File: config.mk
export PLATFORM = sky130hd
export DESIGN_NAME = fios_mm_seq_ctrl
export DESIGN_NICKNAME = d
export VERILOG_FILES = /design/src/rtl/fios_mm_seq_ctrl.sv
export SDC_FILE = /design/constraint.sdc
export NUM_CORES = 1
export LEC_CHECK = 0
export ABC_AREA = 1
export CAP_MARGIN = 20
export CORE_MARGIN = 10
export CORE_UTILIZATION = 50
export DETAILED_ROUTE_END_ITERATION = 6
export GPL_TIMING_DRIVEN = 0
export PLACE_DENSITY_LB_ADDON = 0.2
export SYNTH_ARGS = -nofsm -noshare
export SYNTH_HDL_FRONTEND = slang
export SYNTH_SLANG_ARGS = --single-unit
File: constraint.sdc
create_clock -name clock_i -period 3 [get_ports clock_i]
set_input_delay 0.75 -clock clock_i [delete_from_list [all_inputs] [get_ports clock_i]]
set_output_delay 0.75 -clock clock_i [all_outputs]
set_load 0.01 [all_outputs]
File: src/rtl/fios_mm_seq_ctrl.sv
// Operand/result sequencer around a FIOS Montgomery core, with chained squaring.
// Optional final subtraction of P is built when FIOS_SEQ_FINAL_SUB_EN is defined.
//
// state  | meaning
// IDLE   | one-cycle rest after reset or a finished result stream
// LOAD   | accept S word beats of A, B, P from the host
// START  | single-cycle core start pulse, core-side pointers cleared
// RUN    | core running; serve operand windows/words, capture result words
// FEED   | copy result into A and B for the next squaring
// FINSUB | word-serial RES-P into D buffer (optional build only)
// DRAIN  | stream RES (or D) to the host
module fios_mm_seq_ctrl #(
   parameter int WORD_W = 17,
   parameter int S      = 8,
   parameter int PE_NB  = 8,
   parameter int CNT_W  = 8
) (
   input  logic                    clock_i,
   input  logic                    reset_i,
   input  logic                    op_valid_i,
   output logic                    op_ready_o,
   input  logic [WORD_W-1:0]       op_a_i,
   input  logic [WORD_W-1:0]       op_b_i,
   input  logic [WORD_W-1:0]       op_p_i,
   input  logic [CNT_W-1:0]        cfg_sq_i,
   output logic                    core_start_o,
   output logic [PE_NB*WORD_W-1:0] core_a_o,
   output logic [WORD_W-1:0]       core_b_o,
   output logic [WORD_W-1:0]       core_p_o,
   input  logic                    core_a_shift_i,
   input  logic                    core_b_fetch_i,
   input  logic                    core_p_fetch_i,
   input  logic                    core_res_push_i,
   input  logic [WORD_W-1:0]       core_res_i,
   input  logic                    core_done_i,
   output logic                    res_valid_o,
   input  logic                    res_ready_i,
   output logic [WORD_W-1:0]       res_word_o,
   output logic                    res_last_o,
   output logic                    busy_o,
   output logic                    err_o
);
   localparam int LP_W = (S > 1) ? $clog2(S) : 1;
   localparam int RP_W = $clog2(S + 1);
   localparam int AW_W = 8;

   typedef enum logic [2:0] {
      ST_IDLE, ST_LOAD, ST_START, ST_RUN, ST_FEED,
`ifdef FIOS_SEQ_FINAL_SUB_EN
      ST_FINSUB,
`endif
      ST_DRAIN
   } state_t;

   state_t            state;
   logic [WORD_W-1:0] a_buf   [S];
   logic [WORD_W-1:0] b_buf   [S];
   logic [WORD_W-1:0] p_buf   [S];
   logic [WORD_W-1:0] res_buf [S];
   logic [LP_W-1:0]   ld_ptr, b_ptr, p_ptr, out_ptr;
   logic [RP_W-1:0]   res_ptr;
   logic [AW_W-1:0]   a_win;
   logic [CNT_W-1:0]  sq_cnt;

`ifdef FIOS_SEQ_FINAL_SUB_EN
   logic [WORD_W-1:0] d_buf [S];
   logic              borrow, use_d;
   logic [WORD_W:0]   sub_full;

   assign sub_full = {1'b0, res_buf[out_ptr]} - {1'b0, p_buf[out_ptr]}
                     - {{WORD_W{1'b0}}, borrow};
   assign res_word_o = use_d ? d_buf[out_ptr] : res_buf[out_ptr];
`else
   assign res_word_o = res_buf[out_ptr];
`endif

   // Window k lane carries A[a_win*PE_NB+k]; lanes past the last word stay zero.
   always_comb begin
      core_a_o = '0;
      for (int k = 0; k < PE_NB; k++)
         for (int j = 0; j < S; j++)
            if (int'(a_win) * PE_NB + k == j)
               core_a_o[k*WORD_W +: WORD_W] = a_buf[j];
   end

   assign core_b_o   = b_buf[b_ptr];
   assign core_p_o   = p_buf[p_ptr];
   assign res_last_o = res_valid_o && (out_ptr == LP_W'(S - 1));
   assign busy_o     = (state != ST_IDLE);

   always_ff @(posedge clock_i) begin
      if (reset_i) begin
         state        <= ST_IDLE;
         ld_ptr       <= '0;
         a_win        <= '0;
         b_ptr        <= '0;
         p_ptr        <= '0;
         res_ptr      <= '0;
         out_ptr      <= '0;
         sq_cnt       <= '0;
         op_ready_o   <= 1'b0;
         core_start_o <= 1'b0;
         res_valid_o  <= 1'b0;
         err_o        <= 1'b0;
`ifdef FIOS_SEQ_FINAL_SUB_EN
         borrow       <= 1'b0;
         use_d        <= 1'b0;
`endif
      end else begin
         core_start_o <= 1'b0;
         case (state)
            ST_IDLE: begin
               ld_ptr     <= '0;
               op_ready_o <= 1'b1;
               state      <= ST_LOAD;
            end
            ST_LOAD: begin
               if (op_valid_i && op_ready_o) begin
                  a_buf[ld_ptr] <= op_a_i;
                  b_buf[ld_ptr] <= op_b_i;
                  p_buf[ld_ptr] <= op_p_i;
                  if (ld_ptr == '0)
                     sq_cnt <= cfg_sq_i;
                  if (ld_ptr == LP_W'(S - 1)) begin
                     ld_ptr       <= '0;
                     op_ready_o   <= 1'b0;
                     core_start_o <= 1'b1;
                     state        <= ST_START;
                  end else begin
                     ld_ptr <= ld_ptr + LP_W'(1);
                  end
               end
            end
            ST_START: begin
               a_win   <= '0;
               b_ptr   <= '0;
               p_ptr   <= '0;
               res_ptr <= '0;
               state   <= ST_RUN;
            end
            ST_RUN: begin
               if (core_a_shift_i)
                  a_win <= a_win + AW_W'(1);
               if (core_b_fetch_i)
                  b_ptr <= (b_ptr == LP_W'(S - 1)) ? '0 : b_ptr + LP_W'(1);
               if (core_p_fetch_i)
                  p_ptr <= (p_ptr == LP_W'(S - 1)) ? '0 : p_ptr + LP_W'(1);
               if (core_res_push_i) begin
                  if (res_ptr == RP_W'(S)) begin
                     err_o <= 1'b1;
                  end else begin
                     res_buf[res_ptr[LP_W-1:0]] <= core_res_i;
                     res_ptr                    <= res_ptr + RP_W'(1);
                  end
               end
               if (core_done_i) begin
                  if (res_ptr != RP_W'(S))
                     err_o <= 1'b1;
                  out_ptr <= '0;
                  if (sq_cnt != '0) begin
                     state <= ST_FEED;
                  end else begin
`ifdef FIOS_SEQ_FINAL_SUB_EN
                     borrow <= 1'b0;
                     state  <= ST_FINSUB;
`else
                     res_valid_o <= 1'b1;
                     state       <= ST_DRAIN;
`endif
                  end
               end
            end
            ST_FEED: begin
               a_buf        <= res_buf;
               b_buf        <= res_buf;
               sq_cnt       <= sq_cnt - CNT_W'(1);
               core_start_o <= 1'b1;
               state        <= ST_START;
            end
`ifdef FIOS_SEQ_FINAL_SUB_EN
            ST_FINSUB: begin
               d_buf[out_ptr] <= sub_full[WORD_W-1:0];
               borrow         <= sub_full[WORD_W];
               if (out_ptr == LP_W'(S - 1)) begin
                  use_d       <= ~sub_full[WORD_W];
                  out_ptr     <= '0;
                  res_valid_o <= 1'b1;
                  state       <= ST_DRAIN;
               end else begin
                  out_ptr <= out_ptr + LP_W'(1);
               end
            end
`endif
            ST_DRAIN: begin
               if (res_valid_o && res_ready_i) begin
                  if (out_ptr == LP_W'(S - 1)) begin
                     out_ptr     <= '0;
                     res_valid_o <= 1'b0;
                     state       <= ST_IDLE;
                  end else begin
                     out_ptr <= out_ptr + LP_W'(1);
                  end
               end
            end
            default: state <= ST_IDLE;
         endcase
         if (core_done_i && (state != ST_RUN))
            err_o <= 1'b1;
      end
   end
endmodule

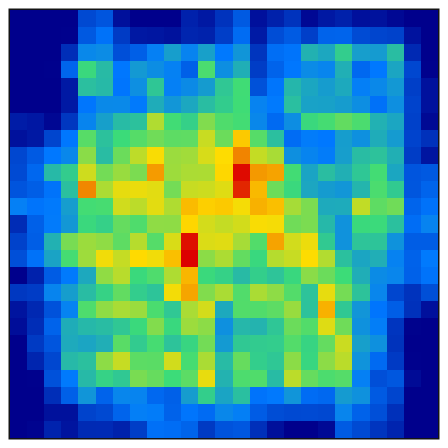
Run 1: signal metal coverage by tile
The die is cut into 25 by 25 equal tiles; dark blue is low, red is high, scaled to the fullest tile. Values are wire area over tile area, all layers added.
- nearly empty tiles: 9.4%
- fullest tile: 0.83
- tiles over half the peak: 29%
- emptiest ninth of the die: top left
- densest ninth of the die: middle
- mean over tiles: 0.29
vias after detailed routing: 21,900
post-detailed-routing wire length: 99,900 um
Routed WL per cell: 28.0 um
Global Route Usage Sum: 0.314

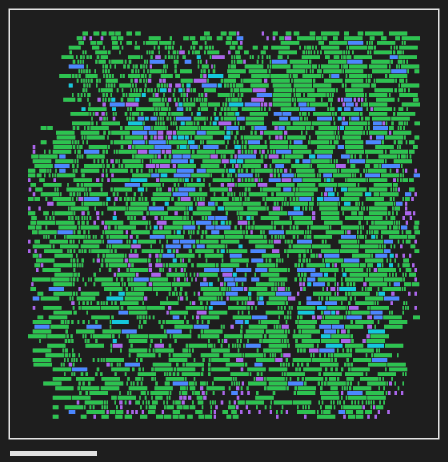
Run 1: sizing map
Scale bar: 50 um.
- green: drive 1 or less (cells 2,328; share 80%; most used edfxtp_1)
- purple: drive 2 (cells 304; share 10%; most used buf_2)
- cyan: drive 3 to 4 (cells 91; share 3.1%; most used buf_4)
- blue: drive 6 and up (cells 173; share 6.0%; most used clkbuf_16)
layout overhead on the synthesized area: 29.7%
crit path setup slack, layout: -113 ps
design area: 33,100 um2
Signal buffers: 476

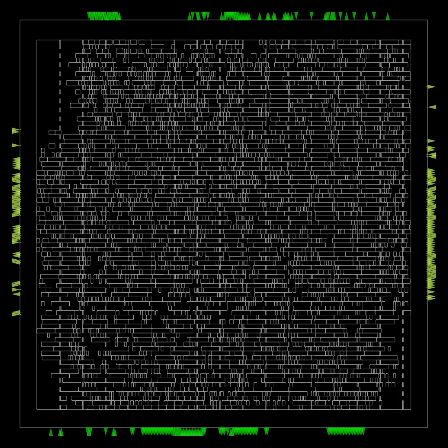
Run 1: cell outlines without signal wires
FF+latch count: 586
fill cell total of the finished layout: 3,940
total number of placement rows: 82

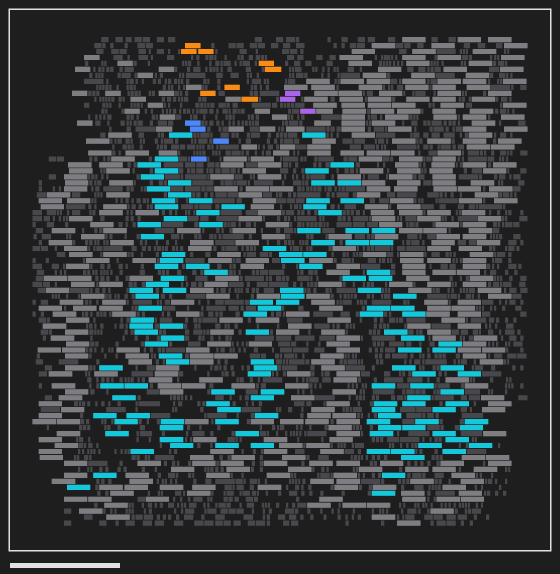
Run 1: register map, names as in the netlist
Scale bar: 50 um.
- orange: a_win (flops 8; where top middle)
- blue: res_ptr (flops 4)
- purple: p_ptr (flops 3)
- cyan: b_buf (flops 136)
- not colored: 435
FF/Latch Area: 17,200 um2
sequential power: 9830 uW
final standard cell utilization of the core: 0.658

==> impl_metrics.tcl, run 1 <==
# collected from the flow reports
set metrics [dict create \
    hp-class "reg2reg" \
    failed_checks "negative setup slack" \
    power.density_nw_per_um2 789 \
    buf_share 0.138 \
    drc_viols 0 \
    setup.worst_path.start_class "flop" \
    grt_overflow_total 0 \
    initCoreUtil 0.507 \
    powerComb_uw 8970 \
    finalSetupTns_ps -1810 \
    max-vdd-ir-drop_mv 0.526 \
    clockNetworkPower_uw 7320 \
    num_antenna_cells 0 \
    top_cells_by_count "sky130_fd_sc_hd__edfxtp_1 (544), sky130_fd_sc_hd__nor2_1 (464), sky130_fd_sc_hd__nand2_1 (399)" \
    worst_ep_required_time_ps 3350 \
    rsz0062_at_grt "yes" \
    m1WireLength_um 36900 \
    die_area_um2 60500 \
    fp_nets 2544 \
    clk_latency_ps 640 \
    timing.final.setup_violations 27 \
    synth-edff-count 544 \
    reg2regPathDepth 9 \
    cts_buffer_depth 3 \
    power.clock.fraction 0.280 \
    maxUsedRoutingLayer "met4" \
    synthArstFlopShare 0 \
    hold_viol 0 \
    setup_crit_end "res_buf[122]" \
    dominant_power_group "sequential cells" \
    combined_buffer_and_inverter_count_along_the_critical_path 3 \
    power.switching_fraction 0.355 \
    total_power_uw 26100 \
    wl_met2_um 44200 \
    cpLargestDelayFamily "simple AND/OR/NAND/NOR gates" \
    critical_path.max_fanout 10 \
    synthMostInstantiatedCell "sky130_fd_sc_hd__edfxtp_1" \
    initial_antenna_violation_count 3 \
    dominant_cells "flip-flops and latches" \
    worst_pin_slew_ps 1090 \
    pre_cts_setup_slack_ps -737 \
    post_synth_main_area_contributors "sky130_fd_sc_hd__edfxtp_1 (64%), sky130_fd_sc_hd__nor2_1 (6.8%), sky130_fd_sc_hd__nand2_1 (5.9%)" \
    setup_slack_ps -113 \
    cts.hold.buffers_added 0 \
    syn_inst 2444 \
    timing.critical_path.cells "clkbuf_1 -> inv_1 -> ha_1 -> nand3_1 -> nand3_1 -> nor2_1 -> nand2_1 -> nor3_2 -> buf_6" \
    post_synth_instance_area_um2 25500 \
    post-cts-setup-buffers 16 \
    ys_types 31 \
    slew_viol_final 0 \
    synth-seq-area-share 0.672 \
    logic_gate_fraction_of_the_total_cell_area 0.237 \
    io_buffer_count 277 \
    antenna_violation_net_count_after_detailed_routing 0 \
    endpoint_kind "flop" \
    period_used_share 1.04 \
    nMultiInputCombCells 1527 \
    synth.avg_cell_area_um2 10.5 \
    final.hold.worst_slack_ps 468 \
    run_status "finished, violations left" \
    nWellTaps 672 \
    cts.clk_slew.worst_paths_ps 60 \
    drt_first_iter_violations 3637 \
    p_int_uw 16800 \
    cts.repair.resized 583 \
    worst_setup_path_startpoint "res_ptr[1]" \
    clockRootBuffer "sky130_fd_sc_hd__clkbuf_16" \
    cts_sinks 586 \
    floorplan.io_pins 278 \
    met1_grt_util 0.421 \
    critical_path_arrival_ps 3460 \
    cpPeakStageDelay_ps 870 \
    cts_inserted_buffers 60 \
    placed_cell_areas_um2 29700 \
    total_cell_area_reported_by_yosys_after_synthesis_um2 25500 \
]
==> run 1: cell families after synthesis <==
| group | synth area share |
|---|---|
| AND-OR/OR-AND | 0.123 |
| AND/OR/NAND/NOR | 0.144 |
| adder cells (fa/ha/maj) | 0.00735 |
| XOR/XNOR | 0.000343 |
| flip-flops | 0.672 |
| buffers and inverters | 0.0525 |
==> run 1: worst min path at each step <==
stage | startpoint | endpoint | slack (ps) | cells after the start
6_report | a_win[0] | a_win[0] | 470 | 1
3_5_place_dp | err_o | err_o | 470 | 2
5_1_grt | a_win[0] | a_win[0] | 490 | 1
4_1_cts | a_win[0] | a_win[0] | 450 | 1
2_1_floorplan | a_win[0] | a_win[0] | 450 | 1
3_3_place_gp | a_win[0] | a_win[0] | 460 | 1
Run 1, clock wires, drivers and flops:
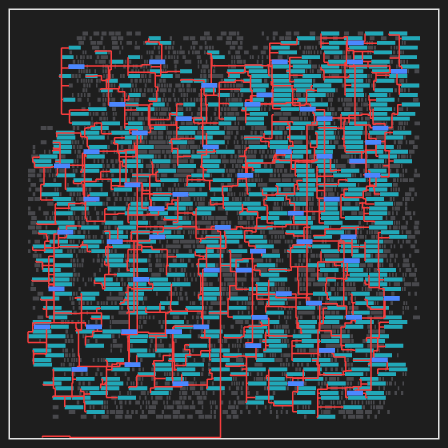

==> run 2: changes to the inputs <==
--- a/config.mk
+++ b/config.mk
@@ -12,6 +12,7 @@
 export DETAILED_ROUTE_END_ITERATION = 6
 export GPL_TIMING_DRIVEN = 0
 export PLACE_DENSITY_LB_ADDON = 0.2
+export SLEW_MARGIN = 20
 export SYNTH_ARGS = -nofsm -noshare
 export SYNTH_HDL_FRONTEND = slang
 export SYNTH_SLANG_ARGS = --single-unit
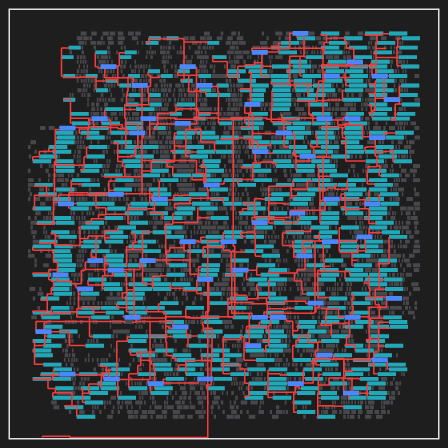
Run 2: clock wires, drivers and flops
- cyan: flip-flops (count 586)
- blue: cells driving clock nets (count 59)
- red: clock wires (length 7,030 um)
- routed clock nets: 60
clock group power: 7660 uW
clk latency late pin: 650 ps
final clock skew: 19.8 ps
clock network fraction of total power: 0.291

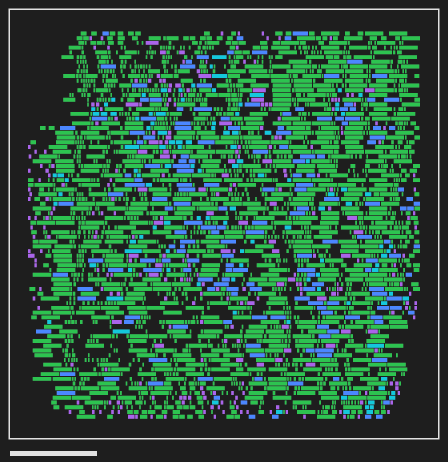
Run 2: sizing map
Scale bar: 50 um.
- purple: drive 2 (cells 283; share 9.8%; most used buf_2)
- green: drive 1 or less (cells 2,315; share 80%; most used edfxtp_1)
- blue: drive 6 and up (cells 179; share 6.2%; most used clkbuf_16)
- cyan: drive 3 to 4 (cells 113; share 3.9%; most used buf_4)
layout overhead on the synthesized area: 30.2%
design area: 33,300 um2
Signal buffers: 472
crit path setup slack, layout: -105 ps

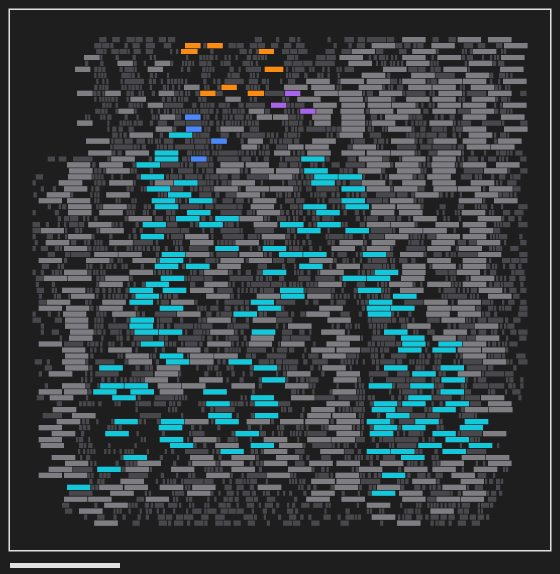
Run 2: register map, names as in the netlist
Scale bar: 50 um.
- purple: p_ptr (flops 3)
- cyan: b_buf (flops 136)
- blue: res_ptr (flops 4)
- orange: a_win (flops 8; where top middle)
final standard cell utilization of the core: 0.660
FF/Latch Area: 17,200 um2

==> impl_metrics.tcl, run 2 <==
# collected from the flow reports
set metrics [dict create \
    initial_antenna_violation_count 2 \
    cts.clk_slew.worst_paths_ps 60 \
    total_cell_area_reported_by_yosys_after_synthesis_um2 25500 \
    initCoreUtil 0.507 \
    clockRootBuffer "sky130_fd_sc_hd__clkbuf_16" \
    pre_cts_setup_slack_ps -683 \
    combined_buffer_and_inverter_count_along_the_critical_path 7 \
    worst_ep_required_time_ps 2250 \
    maxUsedRoutingLayer "met5" \
    ys_types 31 \
    logic_gate_fraction_of_the_total_cell_area 0.237 \
    seq_cells 586 \
    setup.worst_path.start_class "flop" \
    endpoint_kind "primary output" \
    timing.final.setup_violations 27 \
    critical_path_arrival_ps 2360 \
    syn_inst 2444 \
    die_area_um2 60500 \
    cts.hold.buffers_added 0 \
    run_status "finished, violations left" \
    cpLargestDelayFamily "buffers and inverters" \
    p_int_uw 17000 \
    m1WireLength_um 36700 \
    drc_viols 0 \
    grt_overflow_total 0 \
    avgRoutedWirePerCell_um 27.9 \
    num_antenna_cells 0 \
    failed_checks "negative setup slack" \
    floorplan.io_pins 278 \
    hold_viol 0 \
    critical_path.max_fanout 7 \
    nMultiInputCombCells 1527 \
    slew_viol_final 0 \
    setup_slack_ps -105 \
    period_used_share 1.04 \
    detail_route.wirelength_um 99500 \
    fill_cells 3854 \
    finalSetupTns_ps -924 \
    cts_buffer_depth 3 \
    synth.avg_cell_area_um2 10.5 \
    cpPeakStageDelay_ps 340 \
]
==> run 2: logic make-up (layout without fill, tap and decap cells) <==
| kind of cell | Yosys count | after routing | synth area share |
|---|---|---|---|
| and+or+nand+nor | 942 | 943 | 0.144 |
| DFF | 586 | 586 | 0.672 |
| AOI/OAI and AO/OA | 568 | 568 | 0.123 |
| buffers and inverters | 332 | 777 | 0.0525 |
| adders and majority gates | 15 | 15 | 0.00735 |
| xor gates and xnor gates | 1 | 1 | 0.000343 |
==> run 2: final timing paths <==
path                                      to       from  cells past startpoint
worst max-delay path            core_a_o[48]   a_win[0]                     10
worst min-delay path                a_win[0]   a_win[0]                      1
worst min register to register      a_win[0]   a_win[0]                      1
worst max register to register     a_buf[86]  ld_ptr[0]                      7
Power and IR drop assume default switching activity.
